File: src/rtl/seq_pattern_tx.sv
// Serial pattern transmitter: shifts a latched pattern out MSB-first, count times,
// separated by GAP idle cycles. All outputs are registered from state (Moore).
module seq_pattern_tx #(
    parameter int unsigned PAT_W = 4,
    parameter int unsigned CNT_W = 8,
    parameter int unsigned GAP   = 2
) (
    input  logic             clk,
    input  logic             reset,
    input  logic             start,
    input  logic [PAT_W-1:0] pat_in,
    input  logic [CNT_W-1:0] count,
    output logic             out,
    output logic             valid,
    output logic             busy,
    output logic             done
);

    localparam int unsigned IDX_W = $clog2(PAT_W);
    localparam int unsigned GAP_W = (GAP > 1) ? $clog2(GAP) : 1;
    localparam logic [IDX_W-1:0] IDX_TOP  = IDX_W'(PAT_W - 1);
    localparam logic [GAP_W-1:0] GAP_LAST = GAP_W'((GAP > 0) ? GAP - 1 : 0);

    typedef enum logic [1:0] {
        S_IDLE,
        S_SEND,
        S_GAP,
        S_DONE
    } state_t;

    state_t             state;
    logic [PAT_W-1:0]   pat;
    logic [IDX_W-1:0]   idx;
    logic [CNT_W-1:0]   reps_left;
    logic [GAP_W-1:0]   gap_cnt;

    // Outputs are decoded from the current state, so they trail the state by one edge.
    always_ff @(posedge clk or negedge reset) begin
        if (!reset) begin
            state     <= S_IDLE;
            pat       <= '0;
            idx       <= '0;
            reps_left <= '0;
            gap_cnt   <= '0;
            out       <= 1'b0;
            valid     <= 1'b0;
            busy      <= 1'b0;
            done      <= 1'b0;
        end else begin
            out   <= 1'b0;
            valid <= 1'b0;
            busy  <= 1'b0;
            done  <= 1'b0;
            case (state)
                S_IDLE: begin
                    if (start && (count != '0)) begin
                        pat       <= pat_in;
                        reps_left <= count;
                        idx       <= IDX_TOP;
                        state     <= S_SEND;
                    end
                end
                S_SEND: begin
                    out   <= pat[idx];
                    valid <= 1'b1;
                    busy  <= 1'b1;
                    if (idx != '0) begin
                        idx <= idx - IDX_W'(1);
                    end else if (reps_left == CNT_W'(1)) begin
                        state <= S_DONE;
                    end else begin
                        reps_left <= reps_left - CNT_W'(1);
                        idx       <= IDX_TOP;
                        gap_cnt   <= '0;
                        if (GAP > 0) begin
                            state <= S_GAP;
                        end
                    end
                end
                S_GAP: begin
                    busy <= 1'b1;
                    if (gap_cnt == GAP_LAST) begin
                        state <= S_SEND;
                    end else begin
                        gap_cnt <= gap_cnt + GAP_W'(1);
                    end
                end
                S_DONE: begin
                    done  <= 1'b1;
                    state <= S_IDLE;
                end
                default: state <= S_IDLE;
            endcase
        end
    end

endmodule
File: config.mk
export PLATFORM = sky130hd
export DESIGN_NAME = seq_pattern_tx
export DESIGN_NICKNAME = d
export VERILOG_FILES = /design/src/rtl/seq_pattern_tx.sv
export SDC_FILE = /design/constraint.sdc
export NUM_CORES = 1
export LEC_CHECK = 0
export CAP_MARGIN = 30
export CELL_PAD_IN_SITES_DETAIL_PLACEMENT = 1
export CELL_PAD_IN_SITES_GLOBAL_PLACEMENT = 1
export CORE_ASPECT_RATIO = 2
export CORE_MARGIN = 2
export CORE_UTILIZATION = 40
export DETAILED_ROUTE_END_ITERATION = 7
export GPL_ROUTABILITY_DRIVEN = 0
export HOLD_SLACK_MARGIN = 0.06
export PLACE_DENSITY = 0.76
export SYNTH_ARGS = -nofsm -noshare
export SYNTH_HDL_FRONTEND = slang
export SYNTH_SLANG_ARGS = --single-unit
File: constraint.sdc
create_clock -name clk -period 2.5 [get_ports clk]
set_input_delay 0.75 -clock clk [delete_from_list [all_inputs] [get_ports clk]]
set_output_delay 0.75 -clock clk [all_outputs]
set_load 0.01 [all_outputs]
Metal 3:
(8 px per µm)
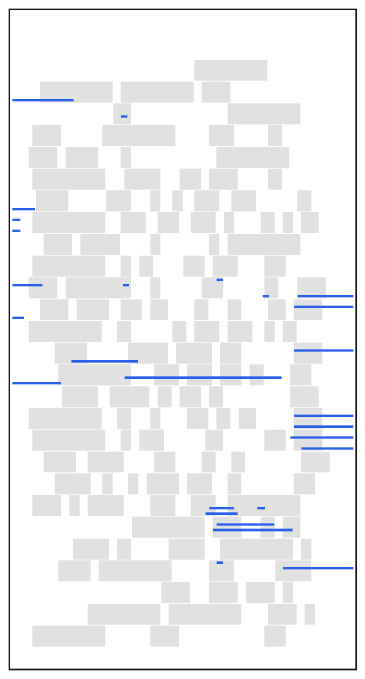
The wires run mostly horizontal. The longest straight run is 19.3 µm. The layer holds 4.3% of the routed length. 23 nets have wire on it.

Port wiring:
(4 px per µm)
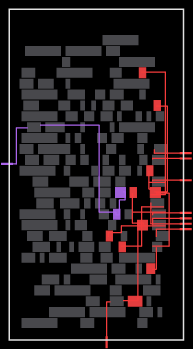
Key: purple = start [bits 1, direction input, end cells 2, buffers 1, wire 62.8 µm]; red = count [bits 8, direction input, end cells 10, buffers 9, wire 252 µm]
Port Buf Inserts: 18
number of top-level pins: 19

Pin map:
(6 px per µm) Pins as bars across the die edge, other pins in gray.
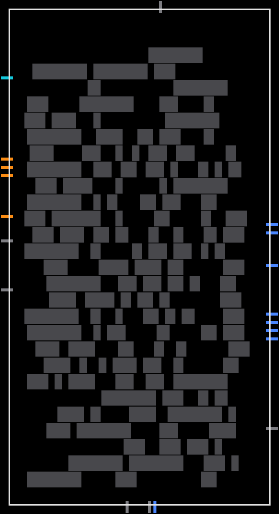
Key: orange = pat_in [pins 4, direction input, edge left]; cyan = clk [pins 1, direction input, edge left]; blue = count [pins 8, direction input, edge 7 right, 1 bottom]
All pins by edge: 8 right, 7 left, 3 bottom, 1 top.
Die H: 82.3 µm
Die W: 43.2 µm

==> out/results.ini <==
[drt]
wl_met2_um=1690
routed_wl_um=3090
drc=0
via_per_inst=6.13
dr.first_iter.drc_count=18
m1WireLength_um=1160
vias=1036
route.met3.wl_um=131
first_pass_iters=4

[layout]
largest_register_ffs=8
register_area_um2=526
fin_area_um2=1500
drive_gt1_frac=0.137
reg.largest.list=reps_left x8, pat x4
lay_top_count=dfrtp_1
final_cells=169
comb_area_um2=642

[timing]
slew_headroom=0.672
finalSetupViolCount=0
rsz0062_at_grt=no
period_needed_ps=2330
hold_viol=0
fmax_mhz=429
tightest_slew_ps=488
period_used_share=0.933

[critical_path]
regToRegSetupSlack_ps=500
crit_path_cell_trace=clkdlybuf4s50_1 -> or4_1 -> o211ai_1 -> buf_4 -> mux2_2
worst-endpoint-arrival_ps=2480
timing.critical_path.buf_inv=2
crit_slowest_cell=or4_1
rr_startpoint=state[1]$_DFFE_PN0P_
regToRegEndpoint=reps_left[1]$_DFFE_PN0P_
worstSetupStartpointType=primary input
slowest_delay_ps=560

[synth]
synth_dominant_cell_count=dfrtp_1
synthArstFlopShare=1.00
top_cells_by_count=dfrtp_1, a2bb2oi_1, ha_1, inv_1, o21ai_0
ys_ff=21
enable_flop_cells=0
topCellsByArea=dfrtp_1, ha_1, a2bb2oi_1, mux2_2, o21ai_0
fp_nets=142
top_cell_area_share=0.428
synth_seq_share=0.428
yosys_cells=119
yosys_warnings=0

[floorplan]
fp_util=0.417
dieArea_um2=3550
core.rowCount=28
core_um2=2940

[power]
pwr_density_cell_nw_per_um2=1240
switchingPower_mw=0.753
p_comb_frac=0.533
p_total_mw=1.86
switching_share=0.406
p_int_mw=1.10
power_frac_seq=0.348

[place]
placed_cell_area_um2=1450
placed_cells=165
hpwl_um=2350

[cts]
path_clk_slew_ps=70
cts.sinks=21
clk_latency_ps=260
ctsRootBufferMaster=clkbuf_8
hold_buffers=0

[flow_run]
cap_viol_max_count=0

[global_routing]
grt_pass1_vias=1150
antenna_found_initial=0

[hold_path]
hold_depth=1

[outcome]
status=complete, no violations

Routing congestion:
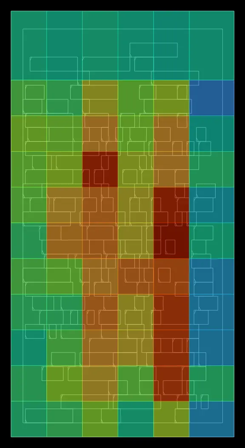
Routed wire per std cell: 18.3 µm
Core Util, Final: 0.509
GR Util All Layers: 0.197

Clock wires, drivers and flops:
(6 px per µm)
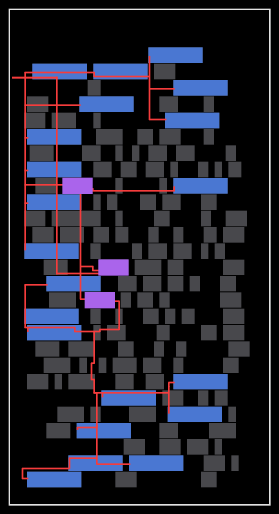
Key: blue = flip-flops [count 21]; red = clock wires [length 288 µm]; purple = cells driving clock nets [count 3]
There are 4 routed clock nets.

[per-layer routing]
layer,vias up,global-route usage
li1,487,-
met1,510,0.198
met2,31,0.369
met3,8,0.0239
met4,0,0.124
met5,-,0
[through the flow]
step	hold slack [ps]	setup TNS (ps)	worst slack, ps	util
4_1_cts	512	0	171	0.509
3_5_place_dp	494	-751	-83.1	0.494
2_1_floorplan	454	0	399	-
6_report	510	0	167	0.509
5_1_grt	534	0	79.4	0.509
3_3_place_gp	483	-525	-92.8	0.494
[area by class of cell]
type | instances | share of cell area
multi-input combinational | 83 | 0.429
sequential | 21 | 0.351
timing repair buffer | 23 | 0.145
clock buffer | 4 | 0.0301
tap | 30 | 0.0251
inverter | 8 | 0.0201
[power by group through the flow]
stage / logic (mW) / clock network [mW] / registers (mW)
2_1_floorplan: 0.712 / 0 / 0.622
3_3_place_gp: 0.957 / 0 / 0.646
3_5_place_dp: 0.990 / 0 / 0.656
4_1_cts: 0.996 / 0.229 / 0.649
5_1_grt: 1.11 / 0.237 / 0.672
6_report: 0.989 / 0.222 / 0.646
[worst max-delay path by stage]
stage              from                        to  cells after the start
2_1_floorplan  count[2]        pat[0]$_DFFE_PN0P_                      3
3_3_place_gp   count[1]        pat[3]$_DFFE_PN0P_                      5
3_5_place_dp   count[1]  reps_left[1]$_DFFE_PN0P_                      6
4_1_cts        count[1]        pat[1]$_DFFE_PN0P_                      5
5_1_grt        count[1]  reps_left[6]$_DFFE_PN0P_                      6
6_report       count[2]        pat[1]$_DFFE_PN0P_                      5
[logic make-up after synthesis]
kind of cell / count (synthesis) / share of synthesized area
flops: 21 / 0.428
fa+ha+maj: 8 / 0.0816
compound gates: 39 / 0.230
simple gates: 27 / 0.121
buf+inv: 15 / 0.0489
mux: 9 / 0.0897
